## src/rtl/approx_mul_pkg.sv

```systemverilog
// ---------------------------------------------------------------------------
// approx_mul_pkg
// Purpose : Shared definitions for the sequential approximate multiplier.
//           Holds the FSM state encoding, the operating-mode constants and
//           the helper functions the top level uses to check its parameters
//           and size its step counter while it is being elaborated.
// Ports   : none (package)
// ---------------------------------------------------------------------------
package approx_mul_pkg;

  // Controller states. IDLE waits for operands, RUN does one
  // shift-and-add step per cycle, and DONE presents the result.
  typedef enum logic [1:0] {
    ST_IDLE = 2'd0,
    ST_RUN  = 2'd1,
    ST_DONE = 2'd2
  } state_e;

  // Operating modes, as sampled from in_mode when operands are accepted.
  localparam logic MODE_EXACT  = 1'b0;
  localparam logic MODE_APPROX = 1'b1;

  // Operand widths that the design supports.
  localparam int WIDTH_MIN = 2;
  localparam int WIDTH_MAX = 16;

  // Returns 1 when the operand width is in the supported range.
  function automatic bit widthOk(input int width);
    return (width >= WIDTH_MIN) && (width <= WIDTH_MAX);
  endfunction

  // Returns 1 when TRUNC is a legal number of columns for this width.
  // Dropping every column is allowed and gives a product of zero.
  function automatic bit truncOk(input int width, input int trunc);
    return (trunc >= 0) && (trunc <= 2 * width);
  endfunction

  // Returns the width of a counter that must reach WIDTH-1.
  function automatic int stepBits(input int width);
    return (width <= 2) ? 1 : $clog2(width);
  endfunction

endpackage

```

## src/rtl/approx_mul_seq_approx_pp_mask.sv

```systemverilog
// ---------------------------------------------------------------------------
// approx_pp_mask
// Purpose : Combinational column mask for the approximate accumulator.
//           Forces the TRUNC least-significant columns of a shifted partial
//           product to zero and passes every other column through unchanged.
// Ports   : i_pp     - shifted partial product (PW bits)
//           o_masked - the same value with columns [TRUNC-1:0] cleared
// ---------------------------------------------------------------------------
module approx_pp_mask #(
  parameter int PW    = 8,
  parameter int TRUNC = 2
) (
  input  logic [PW-1:0] i_pp,
  output logic [PW-1:0] o_masked
);

  // Builds the keep-mask once while the design is elaborated. Columns at
  // or above TRUNC are kept. When TRUNC is PW or larger, no column is kept.
  function automatic logic [PW-1:0] keepMask();
    logic [PW-1:0] m;
    m = '0;
    for (int j = 0; j < PW; j++) begin
      m[j] = (j >= TRUNC);
    end
    return m;
  endfunction

  localparam logic [PW-1:0] KEEP = keepMask();

  assign o_masked = i_pp & KEEP;

endmodule

```

## src/rtl/approx_mul_seq.sv

```systemverilog
// ---------------------------------------------------------------------------
// approx_mul_seq
// Purpose : Sequential shift-and-add multiplier with an optional approximate
//           mode. It keeps two accumulators in parallel. The exact one adds
//           every partial product unchanged. The approximate one adds every
//           partial product with its TRUNC low columns dropped. The captured
//           mode selects which accumulator is returned, and the error is
//           reported against the exact product.
// Ports   : clk        - clock, every state update is on its rising edge
//           rst        - synchronous reset, active high
//           in_valid   - an operand pair is offered
//           in_ready   - the block can accept operands (IDLE only)
//           in_a       - multiplicand, unsigned, WIDTH bits
//           in_b       - multiplier, unsigned, WIDTH bits
//           in_mode    - 0 = exact, 1 = approximate
//           out_valid  - a result is available (DONE only)
//           out_ready  - the consumer accepts the result
//           out_prod   - returned product, 2*WIDTH bits
//           out_err    - exact product minus returned product
//           out_exceed - out_err is greater than ET
// ---------------------------------------------------------------------------
module approx_mul_seq
  import approx_mul_pkg::*;
#(
  parameter int               WIDTH = 4,
  parameter int               TRUNC = 2,
  parameter logic [2*WIDTH-1:0] ET  = (2*WIDTH)'(7)
) (
  input  logic               clk,
  input  logic               rst,
  input  logic               in_valid,
  output logic               in_ready,
  input  logic [WIDTH-1:0]   in_a,
  input  logic [WIDTH-1:0]   in_b,
  input  logic               in_mode,
  output logic               out_valid,
  input  logic               out_ready,
  output logic [2*WIDTH-1:0] out_prod,
  output logic [2*WIDTH-1:0] out_err,
  output logic               out_exceed
);

  localparam int PW = 2 * WIDTH;
  localparam int SW = stepBits(WIDTH);

  // Stop elaboration if the parameters fall outside the supported range.
  if (!widthOk(WIDTH)) begin : g_badWidth
    $error("approx_mul_seq: WIDTH must be in 2..16");
  end
  if (!truncOk(WIDTH, TRUNC)) begin : g_badTrunc
    $error("approx_mul_seq: TRUNC must be in 0..2*WIDTH");
  end

  state_e          r_state;
  logic [WIDTH-1:0] r_a;
  logic [WIDTH-1:0] r_b;
  logic            r_mode;
  logic [SW-1:0]   r_step;
  logic [PW-1:0]   r_accExact;
  logic [PW-1:0]   r_accApprox;

  logic [PW-1:0]   w_pp;
  logic [PW-1:0]   w_ppMasked;
  logic            w_bitSet;
  logic            w_lastStep;
  logic            w_done;
  logic            w_approx;
  logic [PW-1:0]   w_err;

  // Partial product for the current step. The captured multiplicand is
  // widened before the shift so that its top bits are kept.
  assign w_pp       = PW'(r_a) << r_step;
  assign w_bitSet   = r_b[r_step];
  assign w_lastStep = (r_step == SW'(WIDTH - 1));

  approx_pp_mask #(
    .PW    (PW),
    .TRUNC (TRUNC)
  ) u_mask (
    .i_pp     (w_pp),
    .o_masked (w_ppMasked)
  );

  // Controller and datapath registers. Reset takes priority over both
  // handshakes. Operands are accepted only in IDLE, so a result handshake
  // in DONE always spends one cycle in IDLE before the next capture.
  // Because the operands and the mode are captured locally, later changes
  // on the inputs cannot disturb a multiplication that is in progress.
  always_ff @(posedge clk) begin
    if (rst) begin
      r_state     <= ST_IDLE;
      r_a         <= '0;
      r_b         <= '0;
      r_mode      <= MODE_EXACT;
      r_step      <= '0;
      r_accExact  <= '0;
      r_accApprox <= '0;
    end else begin
      unique case (r_state)
        ST_IDLE: begin
          if (in_valid) begin
            r_a         <= in_a;
            r_b         <= in_b;
            r_mode      <= in_mode;
            r_step      <= '0;
            r_accExact  <= '0;
            r_accApprox <= '0;
            r_state     <= ST_RUN;
          end
        end
        ST_RUN: begin
          if (w_bitSet) begin
            r_accExact  <= r_accExact + w_pp;
            r_accApprox <= r_accApprox + w_ppMasked;
          end
          if (w_lastStep) begin
            r_state <= ST_DONE;
          end else begin
            r_step <= r_step + SW'(1);
          end
        end
        ST_DONE: begin
          if (out_ready) begin
            r_state <= ST_IDLE;
          end
        end
        default: begin
          r_state <= ST_IDLE;
        end
      endcase
    end
  end

  // Output decode. Outputs stay at zero unless the block is in DONE. The
  // approximate accumulator never exceeds the exact one, because masking
  // only removes bits, so the subtraction cannot wrap.
  assign w_done    = (r_state == ST_DONE);
  assign w_approx  = (r_mode == MODE_APPROX);
  assign w_err     = r_accExact - r_accApprox;

  assign in_ready   = (r_state == ST_IDLE);
  assign out_valid  = w_done;
  assign out_prod   = !w_done ? '0 : (w_approx ? r_accApprox : r_accExact);
  assign out_err    = (w_done && w_approx) ? w_err : '0;
  assign out_exceed = w_done && w_approx && (w_err > ET);

endmodule

```

## config.mk

```make
export PLATFORM = sky130hd
export DESIGN_NAME = approx_mul_seq
export DESIGN_NICKNAME = d
export VERILOG_FILES = /design/src/rtl/approx_mul_pkg.sv /design/src/rtl/approx_mul_seq_approx_pp_mask.sv /design/src/rtl/approx_mul_seq.sv
export SDC_FILE = /design/constraint.sdc
export NUM_CORES = 1
export LEC_CHECK = 0
export CAP_MARGIN = 10
export CELL_PAD_IN_SITES_DETAIL_PLACEMENT = 0
export CELL_PAD_IN_SITES_GLOBAL_PLACEMENT = 1
export CORE_MARGIN = 8
export CORE_UTILIZATION = 36
export DETAILED_ROUTE_END_ITERATION = 8
export PLACE_DENSITY_LB_ADDON = 0.1
export SETUP_SLACK_MARGIN = 0.02
export SLEW_MARGIN = 30
export SYNTH_ARGS = -nofsm -noshare
export SYNTH_HDL_FRONTEND = slang
export SYNTH_SLANG_ARGS = --single-unit
```

## constraint.sdc

```tcl
create_clock -name clk -period 2.25 [get_ports clk]
set_input_delay 0.3375 -clock clk [delete_from_list [all_inputs] [get_ports clk]]
set_output_delay 0.3375 -clock clk [all_outputs]
set_load 0.005 [all_outputs]
```

Fig. 1: run 1, the metal 1 layer
The bar under the picture is 20 um long. Supply wires on this layer in grey.
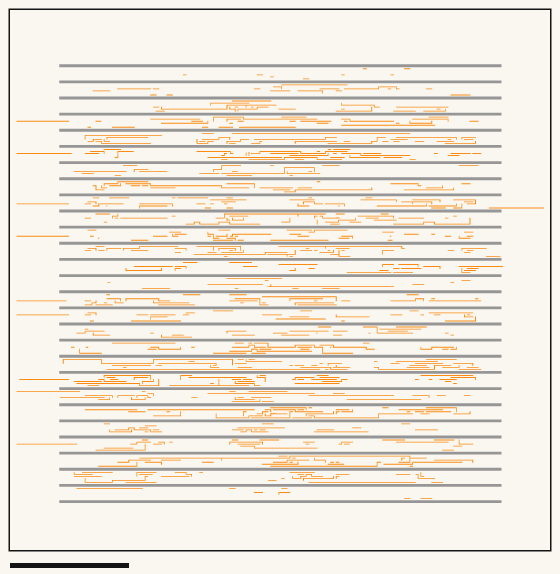
nets with wire on the layer: 339
longest straight run: 35.9 um
wire length on this layer: 2510 um
main direction: horizontal
share of all routed wire: 45%

Fig. 2: run 1, signal wires on met2
The bar under the picture is 20 um long.
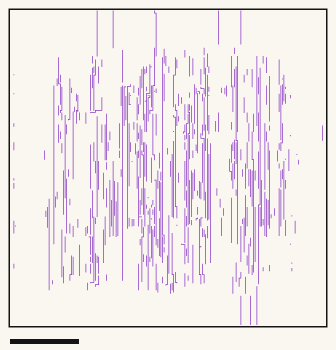
nets with wire on the layer: 288
share of all routed wire: 50%
wire length on this layer: 2810 um
longest straight run: 56.1 um
main direction: vertical

Fig. 3: run 1, metal 3
Cells faint in the background.
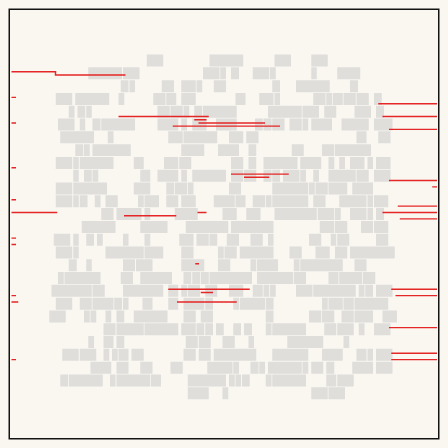
longest straight run: 22.5 um
wire length on this layer: 277 um
main direction: horizontal
nets with wire on the layer: 34

==> impl_metrics.env, run 1 <==
# source this file to load flow results
export IMPL_met2_length_um=2810
export IMPL_firstDrtPassIters=4
export IMPL_io_buffers=31
export IMPL_setup_viol=2
export IMPL_seqPwrFrac=0.476
export IMPL_synth_chip_area_um2=2020
export IMPL_synth_xor_area_share=0.0303
export IMPL_cp_required_ps=1910
export IMPL_edf_count=0
export IMPL_syn_area_per_cell_um2=7.85
export IMPL_rr_worst_depth=9
export IMPL_hold_buffers=0
export IMPL_p_leak_nw=1.25
export IMPL_path_depth=9
export IMPL_clkPwrFrac=0.270
export IMPL_finalCriticalPeriod_ps=2330
export IMPL_path_cells="inv_2 -> ha_4 -> nor2b_4 -> buf_6 -> o221ai_4 -> a21oi_2 -> mux2i_2 -> a311o_1 -> clkbuf_2"
export IMPL_postLayoutSetupSlackWorst_ps=-76.2
export IMPL_root_buffer="clkbuf_8"
export IMPL_fa_ha_area_frac=0.143
export IMPL_status="finished with violations"
export IMPL_whs_path_depth=2
export IMPL_ys_warn_count=0
export IMPL_p_int_mw=0.761
export IMPL_num_fill_cells=537
export IMPL_simple_gate_area_frac=0.229
export IMPL_vias_per_cell=5.01
export IMPL_drt_iter0_markers=51
export IMPL_pg_seq_mw=0.507
export IMPL_failed_checks="setup timing"
export IMPL_ff_type="dfxtp_1"
export IMPL_finalSetupTns_ps=-103
export IMPL_worst_pin_slew_ps=542
export IMPL_clk_pin_slew_ps=100
export IMPL_grt_ovfl_total=0
export IMPL_path_buffers=3
export IMPL_ys_types=49
export IMPL_peakVddDrop_uv=234
export IMPL_fmax_mhz=430
export IMPL_dpl_cell_count=395
export IMPL_top_cell="nor2_1"
export IMPL_path_class="flop to output port"
export IMPL_slowest_delay_ps=350
export IMPL_placementRows=27
export IMPL_report_power_total_mw=1.06
export IMPL_ys_seq_frac=0.267
export IMPL_top_layer="met4"
export IMPL_drt_met1_wl_um=2510
export IMPL_area_delta_synth_final_pct=52.9
==> run 1: state kept, by name (all words and copies together), names as in the netlist <==
name,cells
r_b,4
r_state,2
r_mode,1
r_accExact,8
r_a,4
r_step,2
r_accApprox,6
==> run 1: layout make-up <==
class | instances | area [um2] | area share
multi-input combinational | 210 | 1680 | 0.541
timing repair buffer | 81 | 692 | 0.224
clock buffer | 4 | 45.0 | 0.0146
inverter | 10 | 37.5 | 0.0121
sequential | 27 | 556 | 0.179
tap | 72 | 90.1 | 0.0291
==> run 1: cells by family (layout without fill, tap and decap cells) <==
family                   after synthesis  in the layout
AND-OR/OR-AND                         67             67
XOR/XNOR                               7              7
adder cells (fa/ha/maj)               22             22
buffers and inverters                 21             95
flip-flops                            27             27
multiplexers                          13             13
other                                  2              2
AND/OR/NAND/NOR                       99             99
--- run 2 (diff from run 1) ---
- CTS_CLUSTER_SIZE: unset -> 25
Fig. 4: run 2, metal 3
Cells faint in the background.
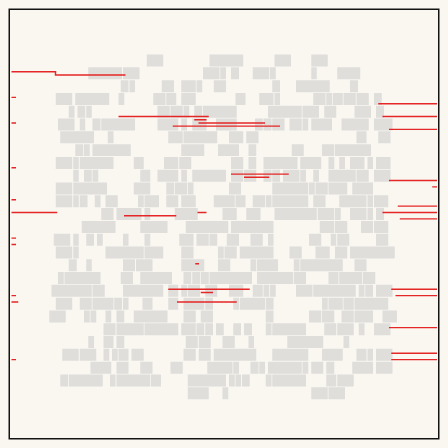
met3 Use GR: 0.0222
total wire length: 5640 um
routed vias: 2025

Fig. 5: run 2, routing congestion map
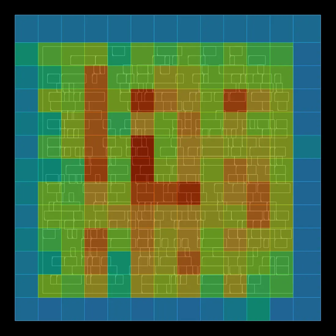
met1 Resource Use GR: 0.174
Finished Core Util: 0.566
grt met2 use: 0.234
WL/cell: 14.0 um
most used routing layer: met2

==> run 2 against run 1 <==
Effect of this change:
- the flow still finishes with violations (setup timing)
- flip-flop count unchanged
- synthesized area unchanged
- critical path depth unchanged
- highest routed layer unchanged
- core utilization unchanged
- via count unchanged
- synthesized cell count unchanged
- critical path type unchanged
- combinational power about the same
==> impl_metrics.env, run 2 <==
# source this file to load flow results
export IMPL_status="finished with violations"
export IMPL_failed_checks="setup timing"
export IMPL_area_delta_synth_final_pct=52.9
export IMPL_whs_path_depth=2
export IMPL_ys_types=49
export IMPL_synth_xor_area_share=0.0303
export IMPL_fa_ha_area_frac=0.143
export IMPL_cp_required_ps=1910
export IMPL_ff_type="dfxtp_1"
export IMPL_edf_count=0
export IMPL_grt_ovfl_total=0
export IMPL_path_buffers=3
export IMPL_p_int_mw=0.761
export IMPL_placementRows=27
export IMPL_postLayoutSetupSlackWorst_ps=-76.2
export IMPL_path_cells="inv_2 -> ha_4 -> nor2b_4 -> buf_6 -> o221ai_4 -> a21oi_2 -> mux2i_2 -> a311o_1 -> clkbuf_2"
export IMPL_drt_met1_wl_um=2510
export IMPL_rr_worst_depth=9
export IMPL_setup_viol=2
export IMPL_worst_pin_slew_ps=542
export IMPL_simple_gate_area_frac=0.229
export IMPL_p_leak_nw=1.25
export IMPL_top_layer="met4"
export IMPL_io_buffers=31
export IMPL_pg_seq_mw=0.507
export IMPL_peakVddDrop_uv=234
export IMPL_largest_reg_flops=8
export IMPL_ys_warn_count=0
export IMPL_path_depth=9
export IMPL_fmax_mhz=430
export IMPL_hold_buffers=0
export IMPL_synth_chip_area_um2=2020
export IMPL_vias_per_cell=5.01
export IMPL_largest_register="r_accExact"
export IMPL_seqPwrFrac=0.476
export IMPL_syn_area_per_cell_um2=7.85
Fig. 6: run 2, the metal 1 layer
The bar under the picture is 20 um long. Supply wires on this layer in grey.
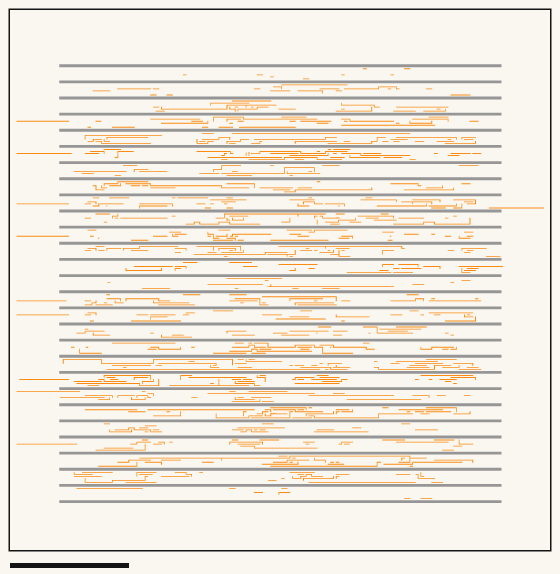

[run 2: cell counts after synthesis]
Identical to the previous run, type by type.
[run 2: layout make-up]
class,count,area [um2]
fill,537,2380
multi-input combinational,210,1680
timing repair buffer,81,692
sequential,27,556
tap,72,90.1
clock buffer,4,45.0
inverter,10,37.5
[run 2: through the flow]
stage / hold slack [ps] / instances / cell area [um2]
after floorplan: 433 / 258 / 2030
after detailed placement: 445 / 395 / 2730
final: 458 / 404 / 3100
after CTS: 458 / 401 / 2870
after global routing: 499 / 404 / 3100
after global placement: 443 / 395 / 2730
[run 2: path summary, 6_finish.rpt]
check | startpoint | to
hold / removal | r_b[2] | r_b[2]
setup / recovery | r_accApprox[2] | out_exceed
hold reg to reg | r_b[2] | r_b[2]
setup reg to reg | r_step[1] | r_accExact[6]
No activity file was given, so power comes from the tool's default toggle rates.
